File: src/rtl/mem_if.sv
// Data-memory bus between the memory-access stage (master) and the data
// memory (slave). The master issues registered requests, and the slave
// answers each request with a one-cycle d_ack pulse.
interface mem_if;
   logic        d_req;
   logic        d_we;
   logic [31:0] d_addr;
   logic [3:0]  d_sel;
   logic [31:0] d_wdata;
   logic [31:0] d_rdata;
   logic        d_ack;

   modport master (
      output d_req, d_we, d_addr, d_sel, d_wdata,
      input  d_rdata, d_ack
   );

   modport slave (
      input  d_req, d_we, d_addr, d_sel, d_wdata,
      output d_rdata, d_ack
   );
endinterface

File: src/rtl/mem.sv
// Memory-access stage: sits between EX/MEM and MEM/WB.
// Non-memory ops pass straight through with no added cycles. Loads and stores
// run one request/ack transaction on the data bus and stall the pipeline
// until the transaction finishes (IDLE -> BUSY -> DONE). Load data is
// lane-selected and sign- or zero-extended before it is written back.
// Optional feature: define MEM_ALIGN_CHECK_EN to trap misaligned half/word
// accesses (excp_misalign) instead of silently aligning them.
module mem (
   input  logic        clk,
   input  logic        rst,
   input  logic [4:0]  wd_i,
   input  logic        wreg_i,
   input  logic [31:0] wdata_i,
   input  logic [3:0]  mem_op_i,
   input  logic [31:0] mem_addr_i,
   input  logic [31:0] mem_sdata_i,
   output logic [4:0]  wd_o,
   output logic        wreg_o,
   output logic [31:0] wdata_o,
   output logic        stall_req,
   output logic        excp_misalign,
   mem_if.master       bus
);

   localparam logic RSTENABLE = 1'b1;

   localparam logic [3:0] OP_LB  = 4'd1;
   localparam logic [3:0] OP_LBU = 4'd2;
   localparam logic [3:0] OP_LH  = 4'd3;
   localparam logic [3:0] OP_LHU = 4'd4;
   localparam logic [3:0] OP_LW  = 4'd5;
   localparam logic [3:0] OP_SB  = 4'd6;
   localparam logic [3:0] OP_SH  = 4'd7;
   localparam logic [3:0] OP_SW  = 4'd8;

   typedef enum logic [1:0] {
      IDLE = 2'd0,
      BUSY = 2'd1,
      DONE = 2'd2
   } state_e;

   state_e      state_q, state_d;
   logic        d_req_q, d_req_d;
   logic        d_we_q, d_we_d;
   logic [31:0] d_addr_q, d_addr_d;
   logic [3:0]  d_sel_q, d_sel_d;
   logic [31:0] d_wdata_q, d_wdata_d;
   logic [31:0] load_q, load_d;

   logic        is_load, is_store, is_mem;
   logic        is_byte, is_half, is_word;
   logic        misalign;
   logic [1:0]  lane;
   logic [3:0]  sel;
   logic [31:0] store_data;
   logic [31:0] load_ext;
   logic [7:0]  lane_byte;
   logic [15:0] lane_half;
   logic [7:0]  rd_bytes [4];

   assign lane = mem_addr_i[1:0];

   // Split the read word into its four byte lanes (lane i = addr[1:0] == i).
   for (genvar gi = 0; gi < 4; gi++) begin : g_rd_lane
      assign rd_bytes[gi] = bus.d_rdata[8*gi +: 8];
   end

   // Decode the operation class and access size.
   always_comb begin
      is_load  = (mem_op_i >= OP_LB) && (mem_op_i <= OP_LW);
      is_store = (mem_op_i >= OP_SB) && (mem_op_i <= OP_SW);
      is_mem   = is_load || is_store;
      is_byte  = (mem_op_i == OP_LB) || (mem_op_i == OP_LBU) || (mem_op_i == OP_SB);
      is_half  = (mem_op_i == OP_LH) || (mem_op_i == OP_LHU) || (mem_op_i == OP_SH);
      is_word  = (mem_op_i == OP_LW) || (mem_op_i == OP_SW);
   end

`ifdef MEM_ALIGN_CHECK_EN
   assign misalign = (is_half && lane[0]) || (is_word && (lane != 2'b00));
`else
   // Without the check, half/word ops simply ignore the low address bits.
   assign misalign = 1'b0;
`endif

   // Byte-lane enables and replicated store data for the current op.
   always_comb begin
      sel        = 4'b1111;
      store_data = mem_sdata_i;
      if (is_byte) begin
         sel        = 4'b0001 << lane;
         store_data = {4{mem_sdata_i[7:0]}};
      end else if (is_half) begin
         sel        = lane[1] ? 4'b1100 : 4'b0011;
         store_data = {2{mem_sdata_i[15:0]}};
      end
      if (!is_store) begin
         store_data = 32'h0;
      end
   end

   // Select the addressed lane of the read data and extend it to 32 bits.
   always_comb begin
      lane_byte = rd_bytes[lane];
      lane_half = lane[1] ? bus.d_rdata[31:16] : bus.d_rdata[15:0];
      load_ext  = bus.d_rdata;
      case (mem_op_i)
         OP_LB:   load_ext = {{24{lane_byte[7]}}, lane_byte};
         OP_LBU:  load_ext = {24'h0, lane_byte};
         OP_LH:   load_ext = {{16{lane_half[15]}}, lane_half};
         OP_LHU:  load_ext = {16'h0, lane_half};
         default: load_ext = bus.d_rdata;
      endcase
   end

   // State, bus and load-latch registers.
   always_ff @(posedge clk) begin
      if (rst == RSTENABLE) begin
         state_q   <= IDLE;
         d_req_q   <= 1'b0;
         d_we_q    <= 1'b0;
         d_addr_q  <= 32'h0;
         d_sel_q   <= 4'h0;
         d_wdata_q <= 32'h0;
         load_q    <= 32'h0;
      end else begin
         state_q   <= state_d;
         d_req_q   <= d_req_d;
         d_we_q    <= d_we_d;
         d_addr_q  <= d_addr_d;
         d_sel_q   <= d_sel_d;
         d_wdata_q <= d_wdata_d;
         load_q    <= load_d;
      end
   end

   // Next-state, bus updates and pipeline-facing outputs.
   always_comb begin
      state_d       = state_q;
      d_req_d       = d_req_q;
      d_we_d        = d_we_q;
      d_addr_d      = d_addr_q;
      d_sel_d       = d_sel_q;
      d_wdata_d     = d_wdata_q;
      load_d        = load_q;
      wd_o          = wd_i;
      wreg_o        = wreg_i;
      wdata_o       = wdata_i;
      stall_req     = 1'b0;
      excp_misalign = 1'b0;

      case (state_q)
         IDLE: begin
            if (is_mem) begin
               wreg_o = 1'b0;
               if (misalign) begin
                  // Trapped access: no bus request, no stall, stay in IDLE.
                  excp_misalign = 1'b1;
               end else begin
                  stall_req = 1'b1;
                  d_req_d   = 1'b1;
                  d_we_d    = is_store;
                  d_addr_d  = {mem_addr_i[31:2], 2'b00};
                  d_sel_d   = sel;
                  d_wdata_d = store_data;
                  state_d   = BUSY;
               end
            end
         end
         BUSY: begin
            stall_req = 1'b1;
            wreg_o    = 1'b0;
            if (bus.d_ack) begin
               d_req_d = 1'b0;
               d_we_d  = 1'b0;
               d_sel_d = 4'h0;
               if (is_load) begin
                  load_d = load_ext;
               end
               state_d = DONE;
            end
         end
         DONE: begin
            // One write-back cycle, then back to IDLE so the op is not reissued.
            if (is_load) begin
               wdata_o = load_q;
            end else begin
               wreg_o = 1'b0;
            end
            state_d = IDLE;
         end
         default: begin
            state_d = IDLE;
         end
      endcase

      if (rst == RSTENABLE) begin
         wd_o          = 5'h0;
         wreg_o        = 1'b0;
         wdata_o       = 32'h0;
         stall_req     = 1'b0;
         excp_misalign = 1'b0;
      end
   end

   assign bus.d_req   = d_req_q;
   assign bus.d_we    = d_we_q;
   assign bus.d_addr  = d_addr_q;
   assign bus.d_sel   = d_sel_q;
   assign bus.d_wdata = d_wdata_q;

endmodule
File: src/flat_wrapper.sv
// flat-port wrapper written by rule: the top's interface ports become plain ports
module mem_flat 
  (clk, rst, wd_i, wreg_i, wdata_i, mem_op_i, mem_addr_i, mem_sdata_i, wd_o, wreg_o, wdata_o, stall_req, excp_misalign, bus_d_req, bus_d_we, bus_d_addr, bus_d_sel, bus_d_wdata, bus_d_rdata, bus_d_ack);
  mem_if bus_i ();
  input  logic clk;
  input  logic rst;
  input  logic [4:0] wd_i;
  input  logic wreg_i;
  input  logic [31:0] wdata_i;
  input  logic [3:0] mem_op_i;
  input  logic [31:0] mem_addr_i;
  input  logic [31:0] mem_sdata_i;
  output logic [4:0] wd_o;
  output logic wreg_o;
  output logic [31:0] wdata_o;
  output logic stall_req;
  output logic excp_misalign;
  output wire logic [$bits(bus_i.d_req)-1:0] bus_d_req;
  output wire logic [$bits(bus_i.d_we)-1:0] bus_d_we;
  output wire logic [$bits(bus_i.d_addr)-1:0] bus_d_addr;
  output wire logic [$bits(bus_i.d_sel)-1:0] bus_d_sel;
  output wire logic [$bits(bus_i.d_wdata)-1:0] bus_d_wdata;
  input wire logic [$bits(bus_i.d_rdata)-1:0] bus_d_rdata;
  input wire logic [$bits(bus_i.d_ack)-1:0] bus_d_ack;
  assign bus_d_req = bus_i.d_req;
  assign bus_d_we = bus_i.d_we;
  assign bus_d_addr = bus_i.d_addr;
  assign bus_d_sel = bus_i.d_sel;
  assign bus_d_wdata = bus_i.d_wdata;
  assign bus_i.d_rdata = bus_d_rdata;
  assign bus_i.d_ack = bus_d_ack;
  mem u_core (.clk(clk), .rst(rst), .wd_i(wd_i), .wreg_i(wreg_i), .wdata_i(wdata_i), .mem_op_i(mem_op_i), .mem_addr_i(mem_addr_i), .mem_sdata_i(mem_sdata_i), .wd_o(wd_o), .wreg_o(wreg_o), .wdata_o(wdata_o), .stall_req(stall_req), .excp_misalign(excp_misalign), .bus(bus_i));
endmodule
File: config.mk
export PLATFORM = sky130hd
export DESIGN_NAME = mem_flat
export DESIGN_NICKNAME = d
export VERILOG_FILES = /design/src/rtl/mem_if.sv /design/src/rtl/mem.sv /design/src/flat_wrapper.sv
export SDC_FILE = /design/constraint.sdc
export NUM_CORES = 1
export LEC_CHECK = 0
export CELL_PAD_IN_SITES_DETAIL_PLACEMENT = 1
export CELL_PAD_IN_SITES_GLOBAL_PLACEMENT = 1
export CORE_UTILIZATION = 29
export CTS_CLUSTER_DIAMETER = 30
export DETAILED_ROUTE_END_ITERATION = 10
export MAX_ROUTING_LAYER = met4
export PLACE_DENSITY_LB_ADDON = 0.1
export SYNTH_ARGS = -nofsm -noshare
export SYNTH_HDL_FRONTEND = slang
export SYNTH_SLANG_ARGS = --single-unit
File: constraint.sdc
create_clock -name clk -period 3.09 [get_ports clk]
set_clock_uncertainty 0.15 [all_clocks]
set_input_delay 0.618 -clock clk [delete_from_list [all_inputs] [get_ports clk]]
set_output_delay 0.618 -clock clk [all_outputs]
set_load 0.01 [all_outputs]
### M1 wires

Drawn at 3 px/um. Cells faint in the background.
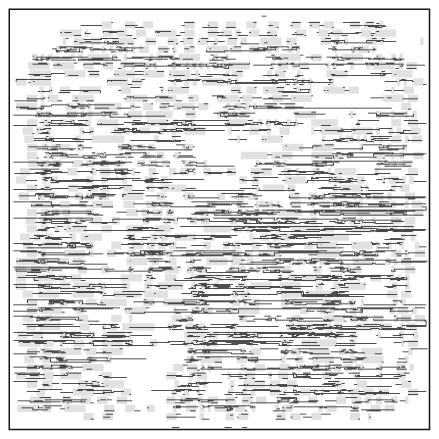
wire length on this layer: 9,460 um
longest straight run: 58.9 um
Global Route met1 Usage: 0.271
via count of the routed design: 6,161
Routed WL: 22,400 um

### Metal 2

Drawn at 3 px/um.
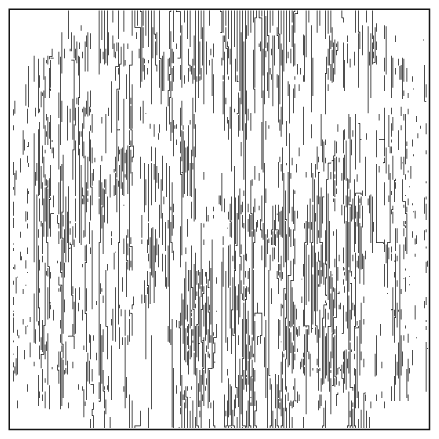
nets with wire on the layer: 958
main direction: vertical
longest straight run: 58.8 um
GR Layer Usage met2: 0.406

### Met3 routing

Drawn at 2 px/um. Cells faint in the background.
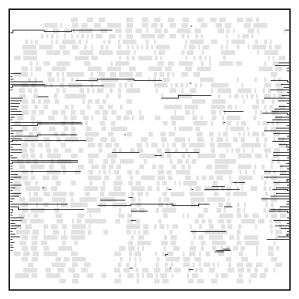
share of all routed wire: 5.4%
main direction: horizontal
nets with wire on the layer: 148
wire length on this layer: 1,210 um
met3 GRT Util: 0.0554

### M4 wires

Drawn at 2 px/um. Cells faint in the background.
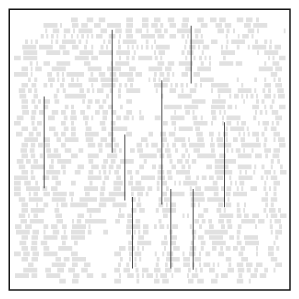
wire length on this layer: 387 um
share of all routed wire: 1.7%
longest straight run: 61.9 um
nets with wire on the layer: 9
main direction: vertical

### Track usage over the die

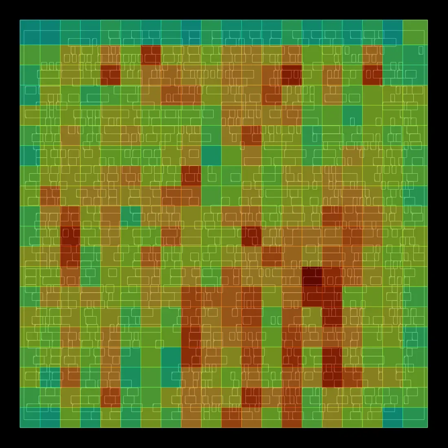
Post-Route Utilization: 0.473
routing layer with the top usage in global route: met2
routed wire length per instance: 19.1 um
GRT Total Usage: 0.235

==> run summary <==
On the backend side, the flow ran end to end.

According to the floorplan report, the die height is 140 um. The synthesized cell area stands at 0.00549 mm2. Per report_power, the Combinational row totals 863 uW.

Per the layout area report, the sequential fraction of cell area is 0.236. The initial antenna violation count came to 1. The net switching power of the design stands at 981 uW. Looking at the gate-level netlist, the highest instance count belongs to sky130_fd_sc_hd__nand2_1. Detailed routing placed a total of 1210 um of wire on met3. The area of all placed cells without fillers stands at 0.00864 mm2. At the end of the flow, the number of nets in the layout was 1,081.

The well tap count stands at 229. The share of cells above drive strength 1 stands at 0.125. Per the run summary, max-cap violations total 0.

The number of buffers inserted by port buffering stands at 247. The wire length on met1 stands at 9460 um. By area the synthesized netlist is led by sky130_fd_sc_hd__dfxtp_1 (37%), sky130_fd_sc_hd__nand2_1 (10%), sky130_fd_sc_hd__a21oi_1 (7.7%), sky130_fd_sc_hd__o31ai_1 (2.7%), sky130_fd_sc_hd__clkbuf_1 (2.5%).

The static leakage stands at 0.00322 uW. The most critical setup path has its startpoint at mem_op_i[1]. The shortest period the worst path allows stands at 3.02 ns. The CTS buffer count stands at 9. Walking the worst path, the cells encountered are clkdlybuf4s15_2 > a21o_1 > buf_4 > nor4b_4 > buf_6 > buf_4 > nand2_1 > a21oi_1 > dlygate4sd2_1.

Yosys reports a chip area of 0.00549 mm2. The remaining antenna violation count stands at 0. Across all checked pins, the minimum headroom to the slew limit is 0.576.

The script computed the net switching share of total power as 0.271. Per the synthesis report, the XOR/XNOR share of the synthesized area is 0.00478. Yosys reports the multiplexer fraction of the synthesized area as 0.0319.

Measured along the x axis, the die boundary spans 140 um. Post-synth the commonest register cell is sky130_fd_sc_hd__dfxtp_1. The count of plain and timing-repair buffers in the layout stands at 295. The analysis reports a worst IR drop on VDD of 339 uV.

The area growth from synthesis to layout stands at 57.4%. The post-route worst hold slack stands at 0.307 ns. The reported clock group power stands at 1340 uW.

STA classifies the critical path startpoint as an input port. The layout report gives the multi-input gate share of total cell area as 0.358. In the Yosys report the total cell count is 708. The maximum number of buffers from clock root to sink stands at 2.

The power report lists the sequential group at 1420 uW. Once iteration 0 of detailed routing completed, the report listed 176 DRC markers. Detailed placement reports a standard cell area of 0.00829 mm2.

TritonCTS reports the number of clock sinks as 102. The report gives the cell count of the worst hold path as 2. The number of sequential cells reported for the layout is 102. The compound-cell area share of the yosys netlist stands at 0.279. The worst-case setup margin in the final layout stands at 0.0673 ns. The type recorded for the worst min-delay path is reg2reg.

The floorplan-stage core utilization stands at 0.301. The total power stands at 3630 uW. Signal nets in the final route climb as high as met4.

The simple-gate share of the synthesized area stands at 0.238. The tally of yosys warning messages stands at 0. Per the placement report, the placed cell count is 1,153.

In this design, the largest share of critical-path delay is due to buffers and inverters. During I/O placement, the number of pins put on the boundary was 251. The area share of the largest cell type after synthesis stands at 0.372. The power report attributes to the combinational group a share of 0.238. Note, the detailed placer reported a final HPWL of 16,500 um. The residual DRC count stands at 0. The clock network power share stands at 0.370. Data arrives at the worst endpoint at 2.25 ns. The final timing report lists a hold violation count of 0. The worst hold path terminates at u_core.bus.d_wdata[8].

The last timing report of the flow puts the setup violation total at 0. The met2 layer wire length in the routed design stands at 11,400 um. The post-cts resize count stands at 87.

The count of antenna diodes in the layout stands at 1. The via count normalized by instance count stands at 5.24. Leaving out filler cells and counting taps, the final layout contains 1,175.

The group that draws the most power in this run is sequential cells. Of the available clock period, the critical path in the final layout requires 0.978. The run finished with clean final reports. The total of fill cells in the finished design stands at 2,161. The startpoint identified for the worst hold timing path is u_core.bus.d_wdata[8].

Measured on the final layout, the clock distribution area share stands at 0.0401. Entering global routing, the biggest net connects 52 pins. The number of register bits inferred by synthesis stands at 102. Synthesis produced 708 cells. The critical path is of the in2out type. The number of global-route vias before repair came to 6,519. The global-route wire length before repair stands at 34,700 um. The skew report gives the latency at the later pin of the worst-skew pair as 0.35 ns. The synthesis run identifies the leading combinational cell family as AND-OR/OR-AND gates. Looking at the post-CTS report, the setup buffer insertion count equals 2. Global routing finished with a remaining overflow of 0. The largest cell class by area is combinational gates. The logic area stands at 0.00309 mm2. The final total negative setup slack stands at 0 ns. The internal portion of the total power is 2650 uW. Dividing the synthesized area by the synthesized cell count gives 7.76 um2. The flow reports an fmax of 331 MHz. 523 cells are multi-input combinational gates. The report lists the number of standard-cell rows as 49.

Max-slew check failures listed in the final report amount to 0. The number of synthesized flops with an enable pin stands at 0. STA classifies the critical path endpoint as a primary output.

The delay of the slowest cell on the worst path stands at 0.27 ns. In this run, distinct cell masters in the synthesized netlist total 63. The transition at the pin with the smallest max-transition slack stands at 0.632 ns. The count of clock buffers in the final design stands at 11. The overall die area stands at 0.0195 mm2.

At the placement stage, the worst setup path has a slack of -0.533 ns. The placeable core region stands at 0.0183 mm2. The synthesis run shows the most used standard cells to be sky130_fd_sc_hd__nand2_1 (150), sky130_fd_sc_hd__dfxtp_1 (102), sky130_fd_sc_hd__a21oi_1 (84), sky130_fd_sc_hd__clkbuf_1 (37), sky130_fd_sc_hd__nor2_1 (33). The hold-fix buffer count after cts stands at 0. The async set or reset register ratio after synthesis stands at 0. The cell type that accounts for the most area after synthesis is sky130_fd_sc_hd__dfxtp_1.
No activity file was given, so power comes from the tool's default toggle rates.
